--- config.mk ---
export PLATFORM = sky130hd
export DESIGN_NAME = spell_mem_requester
export DESIGN_NICKNAME = d
export VERILOG_FILES = /design/src/rtl/spell_mem_pkg.sv /design/src/rtl/spell_mem_requester.sv
export SDC_FILE = /design/constraint.sdc
export NUM_CORES = 1
export LEC_CHECK = 0
export CORE_ASPECT_RATIO = 1.4
export CORE_MARGIN = 8
export CORE_UTILIZATION = 30
export DETAILED_ROUTE_END_ITERATION = 7
export HOLD_SLACK_MARGIN = 0.02
export PLACE_DENSITY_LB_ADDON = 0.12
export SLEW_MARGIN = 25
export SYNTH_ARGS = -nofsm -noshare
export SYNTH_HDL_FRONTEND = slang
export SYNTH_SLANG_ARGS = --single-unit
--- constraint.sdc ---
create_clock -name clock -period 3.5 [get_ports clock]
set_clock_uncertainty 0.2 [all_clocks]
set_input_delay 0.35 -clock clock [delete_from_list [all_inputs] [get_ports clock]]
set_output_delay 0.35 -clock clock [all_outputs]
set_load 0.005 [all_outputs]
--- src/rtl/spell_mem_pkg.sv ---
// Shared definitions for the spell memory requester and spell_mem_dff:
// FSM state encoding, default memory sizes and the address range check.
package spell_mem_pkg;

  typedef enum logic [1:0] {
    IDLE    = 2'd0,
    ISSUE   = 2'd1,
    RELEASE = 2'd2
  } state_t;

  localparam int DEFAULT_CODE_SIZE = 32;
  localparam int DEFAULT_DATA_SIZE = 8;

  function automatic logic addr_out_of_range(input logic       type_data,
                                             input logic [7:0] addr,
                                             input int         code_size,
                                             input int         data_size);
    if (type_data) begin
      return int'(addr) >= data_size;
    end
    return int'(addr) >= code_size;
  endfunction

endpackage

--- src/rtl/spell_mem_requester.sv ---
// Single-outstanding memory requester: IDLE -> ISSUE -> RELEASE handshake.
// Optional ISSUE timeout is compiled in with `define SPELL_MEM_TIMEOUT_EN.
module spell_mem_requester
  import spell_mem_pkg::*;
#(
  parameter int CODE_SIZE      = DEFAULT_CODE_SIZE,
  parameter int DATA_SIZE      = DEFAULT_DATA_SIZE,
  parameter int TIMEOUT_CYCLES = 16
) (
  input  logic       clock,
  input  logic       reset,
  input  logic       req_valid,
  output logic       req_ready,
  input  logic       req_write,
  input  logic       req_type_data,
  input  logic [7:0] req_addr,
  input  logic [7:0] req_wdata,
  output logic       resp_valid,
  output logic [7:0] resp_rdata,
  output logic       resp_error,
  output logic       select,
  output logic [7:0] addr,
  output logic [7:0] data_in,
  output logic       memory_type_data,
  output logic       write,
  input  logic [7:0] data_out,
  input  logic       data_ready
);

  state_t     state_q, state_d;
  logic       select_q, select_d;
  logic       write_q, write_d;
  logic       type_data_q, type_data_d;
  logic [7:0] addr_q, addr_d;
  logic [7:0] data_in_q, data_in_d;
  logic       resp_valid_q, resp_valid_d;
  logic       resp_error_q, resp_error_d;
  logic [7:0] resp_rdata_q, resp_rdata_d;

`ifdef SPELL_MEM_TIMEOUT_EN
  localparam int TW = (TIMEOUT_CYCLES > 1) ? $clog2(TIMEOUT_CYCLES) : 1;
  localparam logic [TW-1:0] TIMEOUT_LAST = TW'(TIMEOUT_CYCLES - 1);
  logic [TW-1:0] timeout_cnt_q, timeout_cnt_d;
`else
  // Without the timeout TIMEOUT_CYCLES has no effect; this keeps it referenced.
  if (TIMEOUT_CYCLES < 1) begin : g_timeout_cycles_ignored
  end
`endif

  always_comb begin
    state_d      = state_q;
    select_d     = select_q;
    write_d      = write_q;
    type_data_d  = type_data_q;
    addr_d       = addr_q;
    data_in_d    = data_in_q;
    resp_valid_d = 1'b0;
    resp_error_d = resp_error_q;
    resp_rdata_d = resp_rdata_q;
`ifdef SPELL_MEM_TIMEOUT_EN
    timeout_cnt_d = timeout_cnt_q;
`endif

    case (state_q)
      IDLE: begin
        if (req_valid) begin
          addr_d       = req_addr;
          data_in_d    = req_wdata;
          type_data_d  = req_type_data;
          write_d      = req_write;
          resp_rdata_d = 8'd0;
          if (addr_out_of_range(req_type_data, req_addr, CODE_SIZE, DATA_SIZE)) begin
            // Range errors never touch the memory: answer straight from RELEASE.
            state_d      = RELEASE;
            resp_valid_d = 1'b1;
            resp_error_d = 1'b1;
          end else begin
            state_d      = ISSUE;
            select_d     = 1'b1;
            resp_error_d = 1'b0;
`ifdef SPELL_MEM_TIMEOUT_EN
            timeout_cnt_d = '0;
`endif
          end
        end
      end
      ISSUE: begin
        if (data_ready) begin
          state_d      = RELEASE;
          select_d     = 1'b0;
          resp_valid_d = 1'b1;
          resp_error_d = 1'b0;
          resp_rdata_d = write_q ? 8'd0 : data_out;
`ifdef SPELL_MEM_TIMEOUT_EN
        end else if (timeout_cnt_q == TIMEOUT_LAST) begin
          state_d      = RELEASE;
          select_d     = 1'b0;
          resp_valid_d = 1'b1;
          resp_error_d = 1'b1;
          resp_rdata_d = 8'd0;
        end else begin
          timeout_cnt_d = timeout_cnt_q + TW'(1);
`endif
        end
      end
      RELEASE: begin
        state_d = IDLE;
      end
      default: begin
        state_d  = IDLE;
        select_d = 1'b0;
      end
    endcase
  end

  always_ff @(posedge clock or posedge reset) begin
    if (reset) begin
      state_q      <= IDLE;
      select_q     <= 1'b0;
      write_q      <= 1'b0;
      type_data_q  <= 1'b0;
      addr_q       <= 8'd0;
      data_in_q    <= 8'd0;
      resp_valid_q <= 1'b0;
      resp_error_q <= 1'b0;
      resp_rdata_q <= 8'd0;
`ifdef SPELL_MEM_TIMEOUT_EN
      timeout_cnt_q <= '0;
`endif
    end else begin
      state_q      <= state_d;
      select_q     <= select_d;
      write_q      <= write_d;
      type_data_q  <= type_data_d;
      addr_q       <= addr_d;
      data_in_q    <= data_in_d;
      resp_valid_q <= resp_valid_d;
      resp_error_q <= resp_error_d;
      resp_rdata_q <= resp_rdata_d;
`ifdef SPELL_MEM_TIMEOUT_EN
      timeout_cnt_q <= timeout_cnt_d;
`endif
    end
  end

  assign req_ready        = (state_q == IDLE);
  assign resp_valid       = resp_valid_q;
  assign resp_error       = resp_error_q;
  assign resp_rdata       = resp_rdata_q;
  assign select           = select_q;
  assign addr             = addr_q;
  assign data_in          = data_in_q;
  assign memory_type_data = type_data_q;
  assign write            = write_q;

endmodule

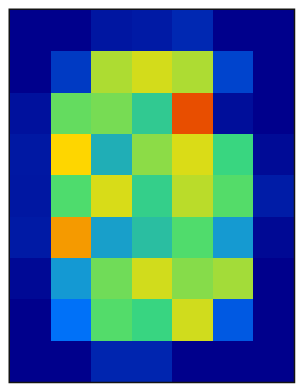
**Above:** placement density heat map.
(4 px per um) The die is cut into 7 by 9 equal tiles; dark blue is low, red is high, 0 to 100% covered.
densest ninth of the die = middle
tiles over 75% full = 4.8%
nearly empty tiles = 27%
mean over tiles = 30%
emptiest ninth of the die = top right

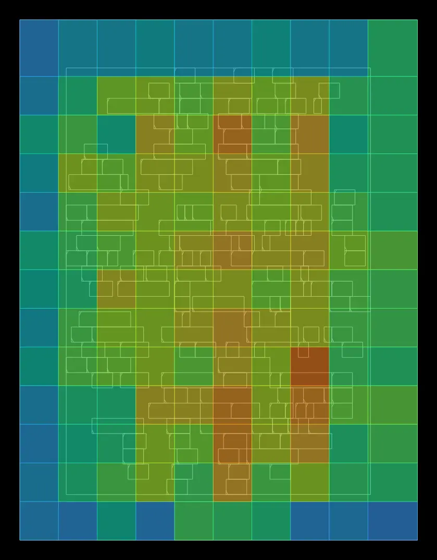
**Above:** congestion heat map.
Avg WL per Cell: 15.5 um
GR peak layer: met2
grt met2 use: 16.1%
met1 Use GR: 11.2%

==> results.py <==
# Physical implementation metrics
metrics = {
    "power_and_ir_drop": {
        "p_leak_nw": 0.817,
        "total_power_uw": 968,
        "pwr-share-comb_pct": 23.3,
    },
    "route": {
        "drc": 0,
    },
    "floorplanning": {
        "die_w_um": 70.9,
        "tapCellCount": 45,
        "coreArea_mm2": 0.00413,
        "fp.dieH_um": 92.9,
        "fp_util_pct": 30.7,
    },
    "job": {
        "maxCapViolCount": 0,
    },
    "finish": {
        "n_antenna_cell": 0,
        "fin_cells": 207,
        "seq_area_share_pct": 38.7,
    },
    "clock_network": {
        "cts-root-buf": "clkbuf_8",
        "clkLatencyLatePin_ps": 280,
    },
    "final_timing": {
        "rsz0062_at_grt": "false",
        "fin_ws_ps": 1330,
    },
    "critical_path": {
        "cp.depth": 2,
    },
    "status": {
        "outcome": "complete, no violations",
    },
    "synthesis": {
        "synth_cells": 97,
    },
}
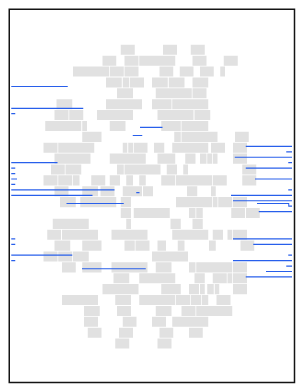
**Above:** the metal 3 layer.
(4 px per um) Cells faint in the background.
wire length on this layer = 299 um
share of all routed wire = 9.3%
longest straight run = 25.5 um

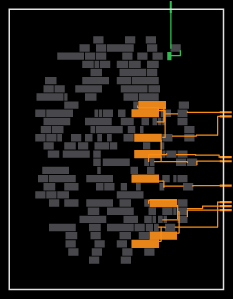
**Above:** port wiring.
(3 px per um)
orange -> resp_rdata  # bits 8, direction output, end cells 8, buffers 8, wire 226 um
green -> reset  # bits 1, direction input, end cells 1, buffers 1, wire 18.2 um

==> how the worst min path moves through the flow <==
stage                start  endpoint  slack (ps)  cells past startpoint
floorplan            reset   addr[0]         250                      1
global placement    select    select         270                      2
detailed placement  select    select         260                      2
CTS                 select    select         280                      2
global route        select    select         310                      2
finish              select    select         270                      2
==> power by group through the flow <==
stage	combinational, mW	clock, mW	sequential, mW
2_1_floorplan	0.0776	0	0.446
6_report	0.226	0.300	0.442
5_1_grt	0.246	0.330	0.451
3_3_place_gp	0.228	0	0.448
3_5_place_dp	0.232	0	0.449
4_1_cts	0.233	0.313	0.443
==> cells in the mapped netlist <==
cell type / number / area (um^2)
a21boi_1: 1 / 7.51
buf_2: 2 / 10.0
buf_6: 1 / 11.3
nor3b_4: 1 / 18.8
nand2_1: 10 / 37.5
clkbuf_1: 1 / 3.75
nor2_1: 1 / 3.75
nand3_1: 1 / 5.00
nor3b_2: 1 / 12.5
buf_4: 1 / 7.51
mux2_2: 18 / 203
nor3_1: 1 / 5.00
mux2i_1: 1 / 10.0
dfrtp_1: 31 / 776
o21ai_0: 12 / 60.1
nand2b_1: 1 / 6.26
o31ai_1: 8 / 60.1
inv_1: 2 / 7.51
o21bai_1: 2 / 15.0
or2b_1: 1 / 7.51
==> per-stage QoR <==
step / utilization (%) / instance area, um^2
after floorplan: - / 1270
after global placement: 46.1 / 1900
after detailed placement: 46.1 / 1900
after CTS: 48.5 / 2000
after global routing: 48.5 / 2000
final: 48.5 / 2000
==> placed cells by master (no fill, tap or decap), drive strengths merged <==
master          n
nand2          10
o21ai          12
clkdlybuf4s50  59
a21boi          1
nand2b          1
mux2i           1
nand3           1
inv             2
o21bai          2
mux2           18
dfrtp          31
nor3            1
or2b            1
o31ai           8
clkbuf          8
nor2            1
buf             3
nor3b           2
Power figures rest on the tool's default switching activity, not on a simulated workload.
